### src/rtl/adc_pkg.sv
// adc_pkg: shared state encoding, default sizes and log2 helper for the ADC capture and storage stages.
package adc_pkg;
  localparam int DATA_W_DEF = 12;
  localparam int NUM_WORDS_DEF = 4;
  typedef enum logic [1:0] {
    IDLE    = 2'd0,
    CAPTURE = 2'd1,
    DRAIN   = 2'd2
  } state_t;
  function automatic int log2(input int n);
    int r;
    r = 0;
    for (int v = n - 1; v > 0; v = v >> 1) r++;
    return r;
  endfunction
endpackage

### src/rtl/adc_frame_capture_if.sv
// adc_frame_capture_if: valid/ready word stream from the capture stage to the storage stage.
interface adc_frame_capture_if #(
  parameter int DATA_W = 12
);
  logic              valid;
  logic              ready;
  logic [DATA_W-1:0] data;
  logic              last;
  modport master (output valid, data, last, input ready);
  modport slave  (input valid, data, last, output ready);
endinterface

### src/rtl/adc_word_ram.sv
// adc_word_ram: NUM_WORDS x DATA_W register array, one synchronous write port, one combinational read port.
module adc_word_ram
  import adc_pkg::*;
#(
  parameter int DATA_W    = DATA_W_DEF,
  parameter int NUM_WORDS = NUM_WORDS_DEF,
  parameter int ADDR_W    = log2(NUM_WORDS)
) (
  input  logic              clk,
  input  logic              rst_n,
  input  logic              we,
  input  logic [ADDR_W-1:0] waddr,
  input  logic [DATA_W-1:0] wdata,
  input  logic [ADDR_W-1:0] raddr,
  output logic [DATA_W-1:0] rdata
);
  logic [DATA_W-1:0] mem [NUM_WORDS];
  always_ff @(posedge clk or negedge rst_n) begin
    if (!rst_n) begin
      for (int i = 0; i < NUM_WORDS; i++) mem[i] <= '0;
    end else if (we) begin
      mem[waddr] <= wdata;
    end
  end
  assign rdata = mem[raddr];
endmodule

### src/rtl/adc_frame_capture.sv
// adc_frame_capture: on arm, captures one NUM_WORDS frame of strobed ADC samples, then drains it over valid/ready.
module adc_frame_capture
  import adc_pkg::*;
#(
  parameter int DATA_W    = DATA_W_DEF,
  parameter int NUM_WORDS = NUM_WORDS_DEF,
  parameter int ADDR_W    = log2(NUM_WORDS),
  parameter int OVR_W     = 8
) (
  input  logic                       clk,
  input  logic                       rst_n,
  input  logic                       arm,
  input  logic                       abort,
  input  logic                       adc_strobe,
  input  logic [DATA_W-1:0]          adc_data,
  adc_frame_capture_if.master        out,
  output logic                       busy,
  output logic                       done,
  output logic [OVR_W-1:0]           overrun_cnt
);
  localparam logic [ADDR_W-1:0] LAST = ADDR_W'(NUM_WORDS - 1);
  state_t            state, state_n;
  logic [ADDR_W-1:0] wr_ptr, rd_ptr;
  logic [DATA_W-1:0] rdata;
  logic              we, valid, last, beat, last_beat, frame_full, drop;
  adc_word_ram #(
    .DATA_W(DATA_W), .NUM_WORDS(NUM_WORDS), .ADDR_W(ADDR_W)
  ) u_ram (
    .clk(clk), .rst_n(rst_n), .we(we), .waddr(wr_ptr), .wdata(adc_data),
    .raddr(rd_ptr), .rdata(rdata)
  );
  always_ff @(posedge clk or negedge rst_n) begin
    if (!rst_n) state <= IDLE;
    else state <= state_n;
  end
  // abort outranks every other event, including the write and the final beat
  always_comb begin
    we         = state == CAPTURE && adc_strobe && !abort;
    frame_full = we && wr_ptr == LAST;
    valid      = state == DRAIN;
    last       = valid && rd_ptr == LAST;
    beat       = valid && out.ready && !abort;
    last_beat  = beat && last;
    drop       = valid && adc_strobe && !abort && overrun_cnt != '1;
    busy       = state != IDLE;
    out.valid  = valid;
    out.last   = last;
    out.data   = valid ? rdata : '0;
    state_n    = abort                  ? IDLE :
                 state == IDLE && arm   ? CAPTURE :
                 frame_full             ? DRAIN :
                 last_beat              ? IDLE : state;
  end
  always_ff @(posedge clk or negedge rst_n) begin
    if (!rst_n) begin
      wr_ptr      <= '0;
      rd_ptr      <= '0;
      done        <= 1'b0;
      overrun_cnt <= '0;
    end else begin
      done        <= last_beat;
      wr_ptr      <= abort || state == IDLE ? '0 : we ? wr_ptr + 1'b1 : wr_ptr;
      rd_ptr      <= abort || !valid ? '0 : beat ? rd_ptr + 1'b1 : rd_ptr;
      overrun_cnt <= drop ? overrun_cnt + 1'b1 : overrun_cnt;
    end
  end
endmodule
### src/flat_wrapper.sv
// flat-port wrapper written by rule: the top's interface ports become plain ports
module adc_frame_capture_flat import adc_pkg::*;
#(
  parameter int DATA_W    = DATA_W_DEF,
  parameter int NUM_WORDS = NUM_WORDS_DEF,
  parameter int ADDR_W    = log2(NUM_WORDS),
  parameter int OVR_W     = 8
)
  (clk, rst_n, arm, abort, adc_strobe, adc_data, busy, done, overrun_cnt, out_valid, out_data, out_last, out_ready);
  adc_frame_capture_if #(.DATA_W(DATA_W)) out_i ();
  input  logic clk;
  input  logic rst_n;
  input  logic arm;
  input  logic abort;
  input  logic adc_strobe;
  input  logic [DATA_W-1:0] adc_data;
  output logic busy;
  output logic done;
  output logic [OVR_W-1:0] overrun_cnt;
  output wire logic [$bits(out_i.valid)-1:0] out_valid;
  output wire logic [$bits(out_i.data)-1:0] out_data;
  output wire logic [$bits(out_i.last)-1:0] out_last;
  input wire logic [$bits(out_i.ready)-1:0] out_ready;
  assign out_valid = out_i.valid;
  assign out_data = out_i.data;
  assign out_last = out_i.last;
  assign out_i.ready = out_ready;
  adc_frame_capture #(.DATA_W(DATA_W), .NUM_WORDS(NUM_WORDS), .ADDR_W(ADDR_W), .OVR_W(OVR_W)) u_core (.clk(clk), .rst_n(rst_n), .arm(arm), .abort(abort), .adc_strobe(adc_strobe), .adc_data(adc_data), .out(out_i), .busy(busy), .done(done), .overrun_cnt(overrun_cnt));
endmodule
### config.mk
export PLATFORM = sky130hd
export DESIGN_NAME = adc_frame_capture_flat
export DESIGN_NICKNAME = d
export VERILOG_FILES = /design/src/rtl/adc_pkg.sv /design/src/rtl/adc_frame_capture_if.sv /design/src/rtl/adc_word_ram.sv /design/src/rtl/adc_frame_capture.sv /design/src/flat_wrapper.sv
export SDC_FILE = /design/constraint.sdc
export NUM_CORES = 1
export LEC_CHECK = 0
export CAP_MARGIN = 25
export CELL_PAD_IN_SITES_DETAIL_PLACEMENT = 0
export CELL_PAD_IN_SITES_GLOBAL_PLACEMENT = 1
export CORE_UTILIZATION = 23
export DETAILED_ROUTE_END_ITERATION = 8
export PLACE_DENSITY_LB_ADDON = 0.2
export SYNTH_ARGS = -nofsm -noshare
export SYNTH_HDL_FRONTEND = slang
export SYNTH_SLANG_ARGS = --single-unit
### constraint.sdc
create_clock -name clk -period 1.9 [get_ports clk]
set_clock_uncertainty 0.05 [all_clocks]
set_input_delay 0.38 -clock clk [delete_from_list [all_inputs] [get_ports clk]]
set_output_delay 0.38 -clock clk [all_outputs]
set_load 0.02 [all_outputs]
==> reports/qor.yml <==
outcome: "complete, but fails checks"
failed_checks: "setup timing"
crit_path_max_fanout: 5
setup_viol_count_final: 12
slew_headroom: 0.764
chipArea_mm2: 0.0142
stdcell_area_mm2: 0.00424
htreeDepth: 3
vdd_drop_max_mv: 0.448
ys_ff: 63
ys_seq_share: 0.501
critPathLaunchType: "register"
clock_power_share: 0.446
setup_slack_ns: -0.224
cts_sinks: 63
wl_per_cell_um: 15.4
min_period_ns: 2.12
dp_slack_ns: -0.274
worstPathArrival_ns: 1.69
end_kind: "output pin"
swShare: 0.224
grt_pass1_vias: 1997
hpwl_um: 4420
ant_nets: 0
p_leak_nw: 2.10
final_cell_mix: "dfrtp_1, mux2_4, clkdlybuf4s50_1, buf_4, mux4_2"
p_comb_frac: 0.119
antenna_found_initial: 0
hold_path_class: "in -> async"
netlist.area_leader.share: 0.501
clkTransAtPathRegs_ns: 0.05
place_congestion: 0.705
-- cells by family after synthesis --
family                   count (synthesis)  share of synthesized area
XOR/XNOR                                 5                     0.0139
AND-OR/OR-AND                           11                     0.0199
adder cells (fa/ha/maj)                  6                     0.0238
AND/OR/NAND/NOR                         48                     0.0982
flip-flops                              63                      0.501
buffers and inverters                   13                     0.0290
multiplexers                            63                      0.314
-- layout make-up --
class	count	area, um^2	area share
inverter	4	15.0	0.00354
timing repair buffer	67	614	0.145
clock inverter	3	17.5	0.00413
sequential	63	1580	0.372
tap	176	220	0.0519
multi-input combinational	133	1540	0.362
clock buffer	13	260	0.0614
-- worst max-delay path: stages, from the launching register on --
cell     delay [ns]
dfrtp_2        0.42
buf_12         0.14
mux4_2         0.51
nor2b_1        0.15
buf_2          0.15
-- state kept, by name, summed over array words and instances, names as in the netlist --
name                flops
u_core.done             1
u_core.overrun_cnt      8
u_core.rd_ptr           2
u_core.state            2
u_core.u_ram.mem       48
u_core.wr_ptr           2
-- synthesized netlist by cell type, drive strengths merged --
cell and instances:
and4bb 2, nand2b 2, nor3b 1, and2 1
nand3b 1, nor2 7, mux4 12, clkbuf 2
nand3 3, ha 6, buf 7, nand4b 1
or3b 1, dfrtp 63, and3 3, mux2i 1
nand4 3, inv 4, xnor2 3, nor3 3
o21ai 3, a21oi 5, xor2 2, a22oi 3
mux2 50, nand2 8, nor2b 12
-- power groups by stage --
stage                     clock network (W)  logic [W]  registers (W)
after floorplan                           0   0.000265        0.00151
after global placement                    0   0.000399        0.00153
after detailed placement                  0   0.000405        0.00152
after CTS                           0.00161   0.000405        0.00151
after global routing                0.00166   0.000443        0.00152
final                               0.00154   0.000411        0.00151
-- metrics by stage --
stage,TNS (ns),hold WS (ns)
6_report,-2.43,0.00921
5_1_grt,-3.06,0.0356
4_1_cts,-3.08,0.0185
3_5_place_dp,-9.90,0.381
3_3_place_gp,-10.16,0.381
2_1_floorplan,0,0.0344
-- routing by layer --
metal / part of all wire / GRT usage / vias up
met4: 0.016 / 0.0451 / 0
met5: 0 / 0 / -
li1: - / - / 891
met1: 0.49 / 0.141 / 965
met2: 0.46 / 0.169 / 34
met3: 0.034 / 0.0326 / 11
-- path summary, 6_finish.rpt --
kind | start | endpoint | slack, ns | cells past startpoint
worst max register to register | u_core.state[1] | u_core.u_ram.mem[4] | 0.15 | 4
worst min-delay path | rst_n | u_core.u_ram.mem[5] | 0.009 | 2
max in group asynchronous | rst_n | u_core.rd_ptr[0] | 1.49 | 2
worst max-delay path | u_core.rd_ptr[0] | out_data[10] | -0.22 | 4
min in group clk | u_core.u_ram.mem[47] | u_core.u_ram.mem[47] | 0.45 | 1
worst min register to register | u_core.u_ram.mem[47] | u_core.u_ram.mem[47] | 0.45 | 1
-- what timing repair did --
item | CTS | global route
hold buffers | 0 | 0
resized | 66 | 21
pin swaps | 0 | 1
setup endpoints to repair | 15 | 16
cloned | 1 | 0
buffers inserted | 2 | 2
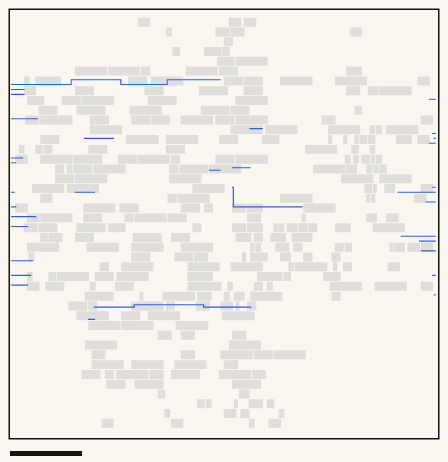
*Met3 routing*
The bar under the picture is 20 um long.
The longest straight run is 19.3 um. The wires run mostly horizontal. 26 nets have wire on it. The layer holds 3.4% of the routed length. The layer carries 241 um of wire.
wirelength, routed: 7060 um
routed via count: 1901
met3 GRT Util: 0.0326

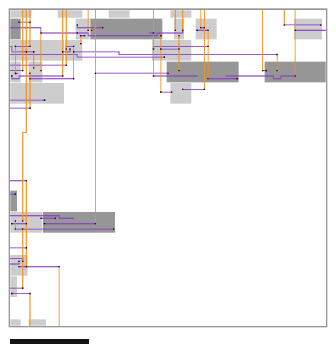
*A small window of the routed layout*
The bar under the picture is 10 um long. Window x 69 to 109, y 10 to 50 um. Cells in gray, sequential cells in the stronger gray; small squares are vias.
Orange shows met2. Purple shows met1.
Sequential cells in the window: 4. Most frequent: dfrtp_1 (4), buf_4 (2). 17 logic cells have their middle in the window. Netlist names of flops here include u_core.state (2).

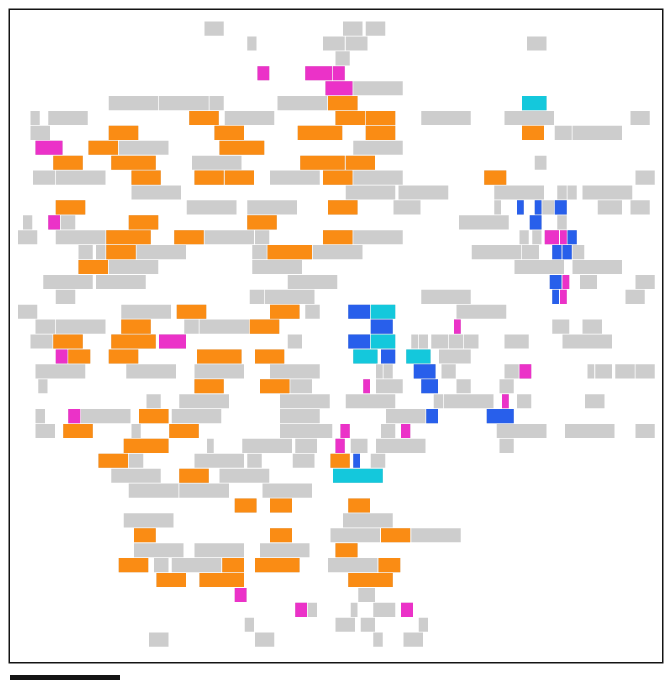
*Logic cells by family*
The bar under the picture is 20 um long.
Orange shows multiplexers, cells 63. Blue shows NAND gates, cells 18, where east. Magenta shows NOR gates, cells 23, where spread over the die. Cyan shows adder and majority cells, cells 6, where center.

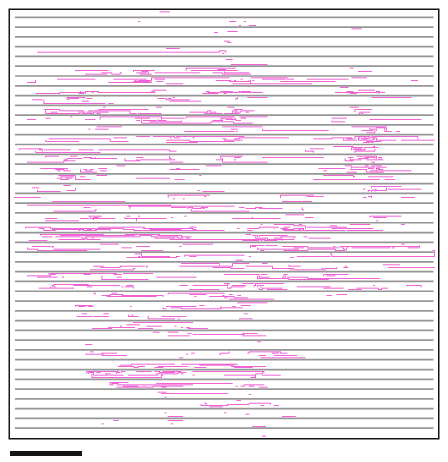
*The metal 1 layer*
The bar under the picture is 20 um long. Supply wires on this layer in gray.
The layer holds 49% of the routed length. The longest straight run is 50.6 um. The layer carries 3460 um of wire. The wires run mostly horizontal. 264 nets have wire on it.
met1 usage: 0.141

Power and IR drop assume default switching activity.
